--- config.mk ---
export PLATFORM = sky130hd
export DESIGN_NAME = op_issuer
export DESIGN_NICKNAME = d
export VERILOG_FILES = /design/src/rtl/op_issuer.sv
export SDC_FILE = /design/constraint.sdc
export NUM_CORES = 1
export LEC_CHECK = 0
export CAP_MARGIN = 0
export CORE_MARGIN = 2
export CORE_UTILIZATION = 51
export DETAILED_ROUTE_END_ITERATION = 8
export HOLD_SLACK_MARGIN = 0.03
export PLACE_DENSITY_LB_ADDON = 0.1
export SYNTH_ARGS = -nofsm -noshare
export SYNTH_HDL_FRONTEND = slang
export SYNTH_SLANG_ARGS = --single-unit
--- constraint.sdc ---
create_clock -name clk -period 4.3 [get_ports clk]
set_input_delay 0.86 -clock clk [delete_from_list [all_inputs] [get_ports clk]]
set_output_delay 0.86 -clock clk [all_outputs]
set_load 0.02 [all_outputs]
--- src/rtl/op_issuer.sv ---
// op_issuer: turns queued host commands plus a load-data stream into the cycle-exact operation/in_data
// sequence for the 8x8 MAC array controller. Optional macro CMD_CHECK_EN enables illegal-command filtering.
module op_issuer #(
    parameter int unsigned W_WORDS     = 32,
    parameter int unsigned X_WORDS     = 80,
    parameter int unsigned CALC_CYCLES = 64,
    parameter int unsigned GAP_CYCLES  = 1
) (
    input  logic        clk,
    input  logic        reset,
    input  logic        enable,
    input  logic        cmd_valid,
    output logic        cmd_ready,
    input  logic [17:0] cmd,
    input  logic        dat_valid,
    output logic        dat_ready,
    input  logic [31:0] dat,
    output logic [31:0] operation,
    output logic [31:0] in_data,
    output logic        busy,
    output logic        done,
    output logic        err
);

    localparam int unsigned MAX_LW  = (W_WORDS > X_WORDS) ? W_WORDS : X_WORDS;
    localparam int unsigned MAX_ALL = (MAX_LW > CALC_CYCLES) ? MAX_LW : CALC_CYCLES;
    localparam int unsigned CW      = $clog2(MAX_ALL) + 1;

    localparam logic [CW-1:0] W_LEN  = CW'(W_WORDS);
    localparam logic [CW-1:0] X_LEN  = CW'(X_WORDS);
    localparam logic [CW-1:0] CALC_T = CW'(CALC_CYCLES);
    localparam logic [CW-1:0] GAP_T  = CW'(GAP_CYCLES);

    localparam logic [3:0] MODE_CALC = 4'd1;
    localparam logic [3:0] MODE_LOAD = 4'd2;

    typedef enum logic [1:0] {IDLE, LOAD, CALC, GAP} state_t;

    state_t        state;
    logic [17:0]   cmd_q;
    logic [CW-1:0] cnt;
    logic [CW-1:0] len;
    logic [CW-1:0] cnt_inc;
    logic          cmd_bad;

    assign cnt_inc = cnt + CW'(1);

`ifdef CMD_CHECK_EN
    // W/X address beyond buffer 3, or a calc that selects a nonexistent W buffer / b-field.
    always_comb begin
        cmd_bad = 1'b0;
        if (cmd[3:0] == MODE_LOAD)
            cmd_bad = (cmd[6:4] > 3'd3);
        else if (cmd[3:0] == MODE_CALC)
            cmd_bad = cmd[7] | cmd[11];
    end
`else
    always_comb begin
        cmd_bad = 1'b0;
    end
`endif

    always_ff @(posedge clk or posedge reset) begin
        if (reset) begin
            state     <= IDLE;
            cmd_q     <= '0;
            cnt       <= '0;
            len       <= '0;
            operation <= '0;
            in_data   <= '0;
            cmd_ready <= 1'b1;
            dat_ready <= 1'b0;
            busy      <= 1'b0;
            done      <= 1'b0;
            err       <= 1'b0;
        end else if (enable) begin
            done <= 1'b0;
            case (state)
                IDLE: begin
                    operation <= '0;
                    if (cmd_valid) begin
                        cmd_q <= cmd;
                        if (cmd_bad) begin
                            err <= 1'b1;
                        end else if (cmd[3:0] == MODE_LOAD) begin
                            state     <= LOAD;
                            cmd_ready <= 1'b0;
                            dat_ready <= 1'b1;
                            busy      <= 1'b1;
                            cnt       <= '0;
                            len       <= cmd[7] ? W_LEN : X_LEN;
                        end else if (cmd[3:0] == MODE_CALC) begin
                            state     <= CALC;
                            cmd_ready <= 1'b0;
                            busy      <= 1'b1;
                            operation <= {14'b0, cmd};
                            cnt       <= CW'(1);
                            done      <= (CALC_T == CW'(1));
                        end
                    end
                end
                // cnt == len means the last beat is on the bus this cycle; leave one cycle later
                // so GAP starts with operation already back at zero.
                LOAD: begin
                    if (cnt == len) begin
                        state     <= GAP;
                        operation <= '0;
                        cnt       <= '0;
                    end else if (dat_valid) begin
                        operation <= {14'b0, cmd_q};
                        in_data   <= dat;
                        cnt       <= cnt_inc;
                        if (cnt_inc == len) begin
                            done      <= 1'b1;
                            dat_ready <= 1'b0;
                        end
                    end else begin
                        operation <= '0;
                    end
                end
                CALC: begin
                    if (cnt == CALC_T) begin
                        state     <= GAP;
                        operation <= '0;
                        cnt       <= '0;
                    end else begin
                        cnt  <= cnt_inc;
                        done <= (cnt_inc == CALC_T);
                    end
                end
                GAP: begin
                    operation <= '0;
                    if (cnt_inc == GAP_T) begin
                        state     <= IDLE;
                        cmd_ready <= 1'b1;
                        busy      <= 1'b0;
                        cnt       <= '0;
                    end else begin
                        cnt <= cnt_inc;
                    end
                end
                default: state <= IDLE;
            endcase
        end
    end

endmodule

Fig. 1: run 1, met1 routing
Bar = 20 um. Supply wires on this layer in gray.
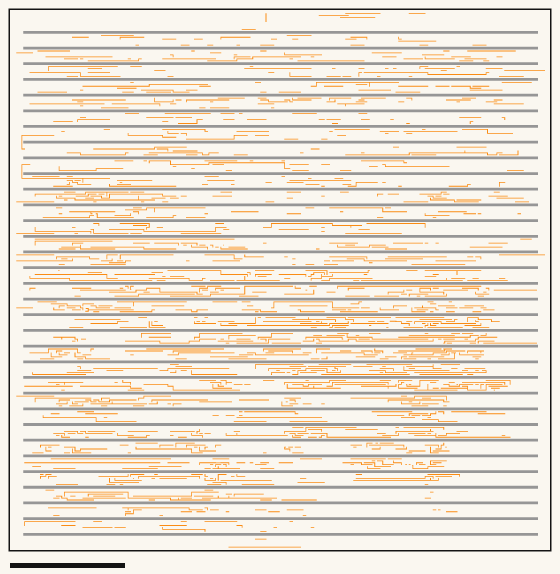
main direction = horizontal
share of all routed wire = 42%
longest straight run = 34.5 um
wire length on this layer = 3980 um
nets with wire on the layer = 489

Fig. 2: run 1, met2 routing
Bar = 20 um.
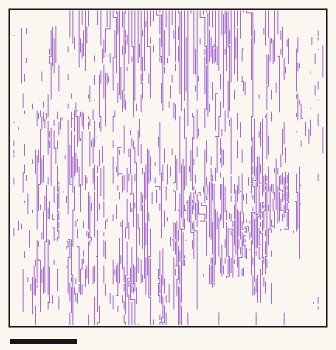
longest straight run = 37.4 um
main direction = vertical
wire length on this layer = 4870 um
nets with wire on the layer = 487
share of all routed wire = 51%
WL final: 9490 um
number of vias after detailed routing: 3262
global routing met2 resource utilization: 36.9%

Fig. 3: run 1, signal wires on met3
Cells faint in the background.
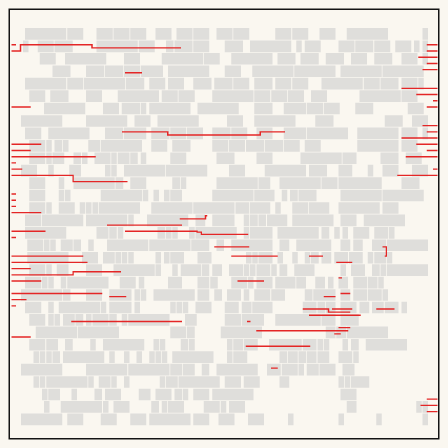
wire length on this layer = 502 um
nets with wire on the layer = 62

==> flow_summary.json, run 1 <==
{
  "cts_buffer_depth": 2,
  "power_per_cell_area_nw_per_um2": 605,
  "finish.utilization_pct": 69.1,
  "wirelength_met1_um": 3980,
  "endpoint": "cnt[6]$_DFFE_PP0P_",
  "worstPathMaxFanout": 10,
  "hold_slack_ns": 0.463,
  "count_of_cells_along_the_worst_hold_path": 2,
  "log.warning_count": 31,
  "seq_area_um2": 2100,
  "routed_wl_met2_um": 4870,
  "timing.rr.end": "cnt[6]$_DFFE_PP0P_",
  "layout.non_clock_inverters": 14,
  "synthArstFlopShare_pct": 100,
  "max_cap_violations": 0,
  "place_inst": 586,
  "p_int_mw": 1.99,
  "final_report_setup_violation_count": 0,
  "switchingPower_mw": 1.25,
  "h-tree-depth": 3,
  "grt_max_degree": 44,
  "fin_crit_ns": 2.88,
  "hold_class": "flip-flop to flip-flop",
  "initial_standard_cell_utilization_of_the_core_pct": 52.8,
  "critical_path_cell_count": 7,
  "totalPowerFinal_mw": 3.25,
  "top_cells_by_area": "sky130_fd_sc_hd__dfrtp_1, sky130_fd_sc_hd__mux2_2, sky130_fd_sc_hd__nand2_1, sky130_fd_sc_hd__buf_4, sky130_fd_sc_hd__a22oi_1",
  "met3_length_um": 501,
  "share_clk_of_total_power_pct": 15.4,
  "synth.lib_cells_used.distinct": 58,
  "numCtsBuffers": 9,
  "synthAoiAreaFrac_pct": 12.9,
  "cts.sinks": 84,
  "outcome": "finished clean",
  "report.final.slew_viol_count": 0,
  "drt_pass1_iterations": 6,
  "critical-path-max-stage-delay_ns": 0.51,
  "fp-row-count": 32,
  "cp-start-kind": "flip-flop",
  "leakagePower_nw": 2.33,
  "initial_drc_count": 111,
  "finalNonFillerCells": 601,
  "critical_path.endpoint_type": "flip-flop",
  "nClkBuffers": 10,
  "avgSynthCellArea_um2": 10.4,
  "share_of_synthesized_area_spent_on_multiplexers_pct": 11.4,
  "comb_cells": 273,
  "finish.net_count": 557,
  "grt-ovfl-total": 0,
  "number_of_cells_on_the_worst_reg_to_reg_path": 7,
  "clock_insertion_delay_worst_skew_ns": 0.35,
  "layout.sequential_cells": 84,
  "pwr-share-seq_pct": 39.3,
  "enable_flop_cells": 0,
  "power.clock.total_mw": 0.501,
  "hpwl_after_dpl_um": 6830,
  "synth.comb.largest_family": "simple AND/OR/NAND/NOR gates",
  "nNonClkBuffers": 113,
  "cts_resized": 0,
  "fmaxAchievable_mhz": 347,
  "fill_cells": 635,
  "max_slew_margin_pct": 29.7,
  "area.share.combinational_pct": 33.5,
  "top_signal_layer_used": "met4",
  "cp_slowest_cell": "sky130_fd_sc_hd__or4b_4",
  "die_width_um": 93.6,
  "synth.yosys.warnings": 0,
  "routed_vias_inst": 5.43,
  "area_growth_pct": 31.0,
  "synth_area_leader_cell": "sky130_fd_sc_hd__dfrtp_1",
  "syn-instance-count": 393,
  "largestRegisters": "in_data x32, cmd_q x18, operation x18",
  "die-area_um2": 8770,
  "multi_input_comb_area_um2": 1800,
  "globalplace.congestion": 0.915,
  "synth.yosys.seq_area_share_pct": 51.3,
  "critical_path.n_buffers_inverters": 1,
  "synthFlopType": "sky130_fd_sc_hd__dfrtp_1",
  "grt_first_pass_wirelength_um": 15000,
  "holdCritStartpoint": "cmd_ready$_DFFE_PP1P_",
  "post_cts_buffers": 0,
  "leading_cell_types_in_the_layout_fill_and_taps_excluded": "sky130_fd_sc_hd__clkdlybuf4s50_1, sky130_fd_sc_hd__nand2_1, sky130_fd_sc_hd__dfrtp_1",
  "critical_path.startpoint": "cnt[0]$_DFFE_PP0P_",
  "yosysTopAreaCellShare_pct": 50.7,
  "insertedDiodeCount": 0,
  "largest_reg_flops": 32,
  "finalClockSkew_ns": 0.00554,
  "synth.cells.most_frequent": "sky130_fd_sc_hd__nand2_1, sky130_fd_sc_hd__dfrtp_1, sky130_fd_sc_hd__mux2_2",
  "tightestPinTransition_ns": 1.05,
  "power.share.switching_pct": 38.6,
  "synthSimpleGateAreaFrac_pct": 15.2,
  "signal_buffer_area_fraction_pct": 20.8,
  "critical_path.cell_chain": "inv_1 -> ha_1 -> or4b_4 -> a211oi_4 -> o311a_1 -> mux2_2 -> nor4_1",
  "hold_crit_endpoint": "cmd_ready$_DFFE_PP1P_",
  "layout-drive-gt1-share_pct": 13.2,
  "flop_share_of_the_area_pct": 39.2,
  "vdd_drop_max_mv": 0.299,
  "worstSetupPathType": "flip-flop to flip-flop",
  "rsz0062_at_grt": "false",
  "top_register": "in_data",
  "synth-seq-cells": 84,
  "postPlaceCellArea_um2": 5200,
  "pre_cts_slack_ns": 1.31,
  "cts.root.buffer_cell": "sky130_fd_sc_hd__clkbuf_8",
  "post-route-worst-setup-slack_ns": 1.42,
  "num_io_pins": 124,
  "top_area_cell_class": "registers",
  "detail_route.drc_violations": 0,
  "final-hold-violation-count": 0,
  "yosys.area_share.xor_xnor_pct": 0.641,
  "grt_pass1_vias": 3087,
  "pg_comb_mw": 1.47,
  "sequentialPower_mw": 1.28,
  "worst_ep_arrival_time_ns": 3.12,
  "clock_tree_area_fraction_pct": 3.08,
  "min_period_over_period_pct": 67.0,
  "fin_setup_tns_ns": 0
}
Fig. 4: run 1, clock distribution
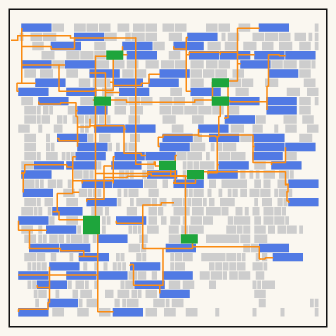

==> run 2, diff against run 1 <==
--- a/config.mk
+++ b/config.mk
@@ -7,7 +7,7 @@
 export LEC_CHECK = 0
 export CAP_MARGIN = 0
 export CORE_MARGIN = 2
-export CORE_UTILIZATION = 51
+export CORE_UTILIZATION = 43
 export DETAILED_ROUTE_END_ITERATION = 8
 export HOLD_SLACK_MARGIN = 0.03
 export PLACE_DENSITY_LB_ADDON = 0.1
==> constraint.sdc (replaced) <==
create_clock -name clk -period 2.5 [get_ports clk]
set_input_delay 0.5 -clock clk [delete_from_list [all_inputs] [get_ports clk]]
set_output_delay 0.5 -clock clk [all_outputs]
set_load 0.02 [all_outputs]
Fig. 5: run 2, clock distribution
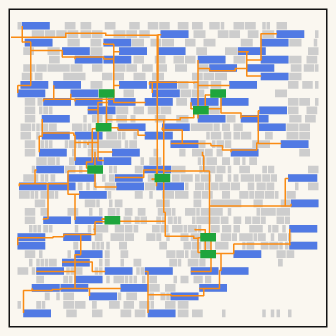
flip-flops -> blue  # count 84
clock wires -> orange  # length 1110 um
clock drivers -> green  # count 9
routed clock nets = 10

==> flow_summary.json, run 2 <==
{
  "layout-drive-gt1-share_pct": 19.7,
  "hold_slack_ns": 0.464,
  "top_usage_layer": "met2",
  "route.vias.total": 3344,
  "synth.yosys.seq_area_share_pct": 51.3,
  "cp.required_ns": 2.73,
  "min_period_over_period_pct": 96.3,
  "sequentialPower_mw": 2.14,
  "timing.rr.end": "in_data[10]$_DFFE_PP0P_",
  "post_cts_buffers": 0,
  "avgSynthCellArea_um2": 10.4,
  "flop_share_of_the_area_pct": 36.5,
  "routed_wl_met2_um": 4960,
  "syn-instance-count": 393,
  "outcome": "finished clean",
  "max_cap_violations": 0,
  "finish.net_count": 591,
  "signal_buffer_area_fraction_pct": 24.5,
  "power.share.switching_pct": 37.2,
  "path_delay_family": "simple AND/OR/NAND/NOR gates",
  "finish.utilization_pct": 62.4,
  "final_report_setup_violation_count": 0,
  "max_slew_margin_pct": 57.1,
  "drt_pass1_iterations": 4,
  "comb_cells": 273,
  "log.warning_count": 31,
  "synth.comb.largest_family": "simple AND/OR/NAND/NOR gates",
  "vdd_drop_max_mv": 0.510,
  "synth.cells.most_frequent": "sky130_fd_sc_hd__nand2_1, sky130_fd_sc_hd__dfrtp_1, sky130_fd_sc_hd__mux2_2",
  "cts_buffer_depth": 2,
  "final-hold-violation-count": 0,
  "worstPathMaxFanout": 32,
  "critical_path.cell_chain": "inv_1 -> ha_1 -> or4b_4 -> a211oi_4 -> nor2_1 -> nand2_1 -> buf_12 -> mux2_2",
  "synthFlopType": "sky130_fd_sc_hd__dfrtp_1",
  "h-tree-depth": 3,
  "worst_ep_arrival_time_ns": 2.64,
  "insertedDiodeCount": 0,
  "critical_path.startpoint": "cnt[1]$_DFFE_PP0P_",
  "finalNonFillerCells": 663,
  "grt_util_met2_pct": 31.7,
  "antenna_violating_nets_post_route": 0,
  "routed_vias_inst": 5.04,
  "synthSimpleGateAreaFrac_pct": 15.2,
  "area_growth_pct": 40.8,
  "power.clock.total_mw": 1.06,
  "enable_flop_cells": 0,
  "report.final.slew_viol_count": 0,
  "nNonClkBuffers": 147,
  "grt_max_degree": 37,
  "post-route-worst-setup-slack_ns": 0.0917,
  "initial_standard_cell_utilization_of_the_core_pct": 44.3,
  "r2r_slack_ns": 0.09,
  "num_io_pins": 124,
  "leakagePower_nw": 2.55,
  "largestRegisters": "in_data x32, cmd_q x18, operation x18",
  "synth.lib_cells_used.distinct": 58,
  "die-area_um2": 10300,
  "clock_insertion_delay_worst_skew_ns": 0.35,
  "postPlaceCellArea_um2": 5520,
  "clock_tree_area_fraction_pct": 3.77,
  "pre_cts_slack_ns": 0.0417,
  "fp-row-count": 35,
  "numCtsBuffers": 9,
  "synthArstFlopShare_pct": 100,
  "share_of_synthesized_area_spent_on_multiplexers_pct": 11.4,
  "cp_slowest_cell": "sky130_fd_sc_hd__or4b_4",
  "critical_path.endpoint_type": "flip-flop",
  "hold_crit_endpoint": "cmd_ready$_DFFE_PP1P_",
  "wirelength_met1_um": 4340,
  "yosys.area_share.xor_xnor_pct": 0.641,
  "layout.sequential_cells": 84,
  "p_int_mw": 3.79,
  "detail_route.drc_violations": 0,
  "multi_input_comb_area_um2": 1820,
  "leading_cell_types_in_the_layout_fill_and_taps_excluded": "sky130_fd_sc_hd__clkdlybuf4s50_1, sky130_fd_sc_hd__nand2_1, sky130_fd_sc_hd__dfrtp_1",
  "route.final.wire_length_um": 9910,
  "power_per_cell_area_nw_per_um2": 1050,
  "largest_reg_flops": 32,
  "synth.yosys.num_cells": 393,
  "cts_resized": 0,
  "nClkBuffers": 11,
  "synthAoiAreaFrac_pct": 12.9,
  "number_of_buffers_inserted_for_hold_repair_after_clock_tree_synthesis": 0,
  "synth_area_leader_cell": "sky130_fd_sc_hd__dfrtp_1",
  "initial_drc_count": 115,
  "top_register": "in_data",
  "critical_path.n_buffers_inverters": 2,
  "globalplace.congestion": 0.849,
  "hpwl_after_dpl_um": 7290,
  "hold_class": "flip-flop to flip-flop",
  "fin_setup_tns_ns": 0,
  "top_area_cell_class": "registers",
  "post_drt_wl_per_cell_um": 14.9,
  "area.share.combinational_pct": 31.5,
  "fmaxAchievable_mhz": 415,
  "top_signal_layer_used": "met4",
  "totalPowerFinal_mw": 6.03,
  "cp-start-kind": "flip-flop",
  "count_of_cells_along_the_worst_hold_path": 2,
  "tightestPinTransition_ns": 0.643,
  "worstSetupPathType": "flip-flop to flip-flop",
  "die_width_um": 102,
  "synth.yosys.warnings": 0,
  "top_cells_by_area": "sky130_fd_sc_hd__dfrtp_1, sky130_fd_sc_hd__mux2_2, sky130_fd_sc_hd__nand2_1, sky130_fd_sc_hd__buf_4, sky130_fd_sc_hd__a22oi_1",
  "switchingPower_mw": 2.24,
  "grt_pass1_vias": 3350,
  "met3_length_um": 517,
  "endpoint": "in_data[10]$_DFFE_PP0P_",
  "holdCritStartpoint": "cmd_ready$_DFFE_PP1P_",
  "number_of_cells_on_the_worst_reg_to_reg_path": 8,
  "share_clk_of_total_power_pct": 17.6,
  "antenna_found_initial": 0,
  "synth-seq-cells": 84,
  "yosysMostFrequentCell": "sky130_fd_sc_hd__nand2_1",
  "pwr-share-seq_pct": 35.5,
  "critical_path_cell_count": 8,
  "seq_area_um2": 2100,
  "globalRouteMet3Util_pct": 4.76,
  "grt_first_pass_wirelength_um": 16200,
  "yosysTopAreaCellShare_pct": 50.7,
  "grt-ovfl-total": 0,
  "finalClockSkew_ns": 0.00908,
  "place_inst": 646,
  "fill_cells": 783,
  "critical-path-max-stage-delay_ns": 0.51,
  "pg_comb_mw": 2.83,
  "layout.non_clock_inverters": 14,
  "cts.sinks": 84,
  "fin_crit_ns": 2.41,
  "cts.root.buffer_cell": "sky130_fd_sc_hd__clkbuf_8"
}
Fig. 6: run 2, routing congestion
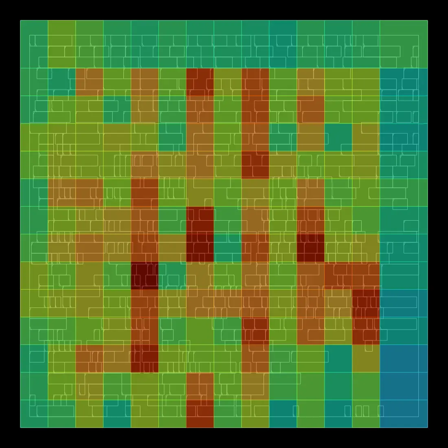

==> run 3, diff against run 2 <==
--- a/config.mk
+++ b/config.mk
@@ -14,3 +14,4 @@
 export SYNTH_ARGS = -nofsm -noshare
 export SYNTH_HDL_FRONTEND = slang
 export SYNTH_SLANG_ARGS = --single-unit
+export TNS_END_PERCENT = 1
Fig. 7: run 3, routing congestion
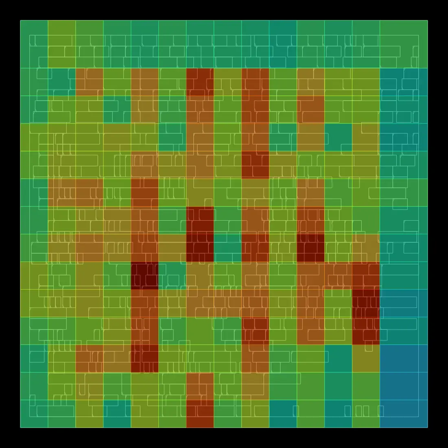
per-cell routed wire length: 14.9 um
met1 demand-to-capacity share in global routing: 26.8%
global routing met2 resource utilization: 31.7%

==> flow_summary.json, run 3 <==
{
  "pre_cts_slack_ns": 0.0417,
  "synth.yosys.seq_area_share_pct": 51.3,
  "worstPathMaxFanout": 9,
  "count_of_cells_along_the_worst_hold_path": 2,
  "fmaxAchievable_mhz": 412,
  "num_io_pins": 124,
  "antenna_violating_nets_post_route": 0,
  "cp-start-kind": "flip-flop",
  "place_inst": 646,
  "globalplace.congestion": 0.849,
  "largestRegisters": "in_data x32, cmd_q x18, operation x18",
  "h-tree-depth": 3,
  "share_clk_of_total_power_pct": 17.8,
  "initial_drc_count": 121,
  "power_per_cell_area_nw_per_um2": 1050,
  "critical-path-max-stage-delay_ns": 0.38,
  "synth.lib_cells_used.distinct": 58,
  "hold_class": "flip-flop to flip-flop",
  "clock_insertion_delay_worst_skew_ns": 0.36,
  "p_int_mw": 3.78,
  "worst_ep_arrival_time_ns": 2.68,
  "critical_path_cell_count": 7,
  "grt-ovfl-total": 0,
  "nClkBuffers": 11,
  "detail_route.drc_violations": 0,
  "grt_max_degree": 37,
  "switchingPower_mw": 2.24,
  "fill_cells": 785,
  "enable_flop_cells": 0,
  "numCtsBuffers": 9,
  "synth_area_leader_cell": "sky130_fd_sc_hd__dfrtp_1",
  "finish.net_count": 590,
  "top_usage_layer": "met2",
  "number_of_buffers_inserted_for_hold_repair_after_clock_tree_synthesis": 0,
  "critical_path.cell_chain": "buf_4 -> ha_1 -> and3_1 -> o41ai_1 -> o22ai_1 -> nor4_4 -> mux2_1",
  "outcome": "finished clean",
  "cts.sinks": 84,
  "endpoint": "state[0]$_DFFE_PP0P_",
  "layout.sequential_cells": 84,
  "routed_wl_met2_um": 4890,
  "power.share.switching_pct": 37.2,
  "worstSetupPathType": "flip-flop to flip-flop",
  "design.core.area_um2": 9240,
  "synthFlopType": "sky130_fd_sc_hd__dfrtp_1",
  "routed_vias_inst": 5.06,
  "insertedDiodeCount": 0,
  "finalNonFillerCells": 662,
  "seq_area_um2": 2100,
  "report.final.slew_viol_count": 0,
  "finalClockSkew_ns": 0.00824,
  "final_report_setup_violation_count": 0,
  "largest_reg_flops": 32,
  "layout.non_clock_inverters": 14,
  "multi_input_comb_area_um2": 1800,
  "layout-drive-gt1-share_pct": 19.1,
  "vdd_drop_max_mv": 0.510,
  "yosysTopAreaCellShare_pct": 50.7,
  "antenna_found_initial": 0,
  "fp-row-count": 35,
  "synthSimpleGateAreaFrac_pct": 15.2,
  "area_growth_pct": 40.2,
  "critical_path.n_buffers_inverters": 1,
  "synthAoiAreaFrac_pct": 12.9,
  "wirelength_met1_um": 4360,
  "post-route-worst-setup-slack_ns": 0.0726,
  "share_of_synthesized_area_spent_on_multiplexers_pct": 11.4,
  "finish.utilization_pct": 62.2,
  "max_slew_margin_pct": 57.1,
  "top_area_cell_class": "registers",
  "fin_setup_tns_ns": 0,
  "syn-instance-count": 393,
  "holdCritStartpoint": "cmd_ready$_DFFE_PP1P_",
  "power.clock.total_mw": 1.07,
  "nNonClkBuffers": 146,
  "timing.rr.end": "state[0]$_DFFE_PP0P_",
  "cts_buffer_depth": 2,
  "met3_length_um": 478,
  "route.final.wire_length_um": 9870,
  "cp.required_ns": 2.75,
  "synthArstFlopShare_pct": 100,
  "avgSynthCellArea_um2": 10.4,
  "yosysMostFrequentCell": "sky130_fd_sc_hd__nand2_1",
  "yosys.area_share.xor_xnor_pct": 0.641,
  "clock_tree_area_fraction_pct": 3.79,
  "leakagePower_nw": 2.54,
  "area.share.combinational_pct": 31.4,
  "r2r_slack_ns": 0.07,
  "die_width_um": 102,
  "cts.root.buffer_cell": "sky130_fd_sc_hd__clkbuf_8",
  "sequentialPower_mw": 2.14,
  "number_of_cells_on_the_worst_reg_to_reg_path": 7,
  "pg_comb_mw": 2.81,
  "log.warning_count": 32,
  "fin_crit_ns": 2.43,
  "globalRouteMet3Util_pct": 4.76,
  "min_period_over_period_pct": 97.1,
  "drt_pass1_iterations": 4,
  "synth-seq-cells": 84,
  "synth.cells.most_frequent": "sky130_fd_sc_hd__nand2_1, sky130_fd_sc_hd__dfrtp_1, sky130_fd_sc_hd__mux2_2",
  "hpwl_after_dpl_um": 7290,
  "route.vias.total": 3348,
  "critical_path.endpoint_type": "flip-flop",
  "flop_share_of_the_area_pct": 36.6,
  "hold_slack_ns": 0.465,
  "pwr-share-seq_pct": 35.6
}
Power is estimated from default activity; no workload was simulated.
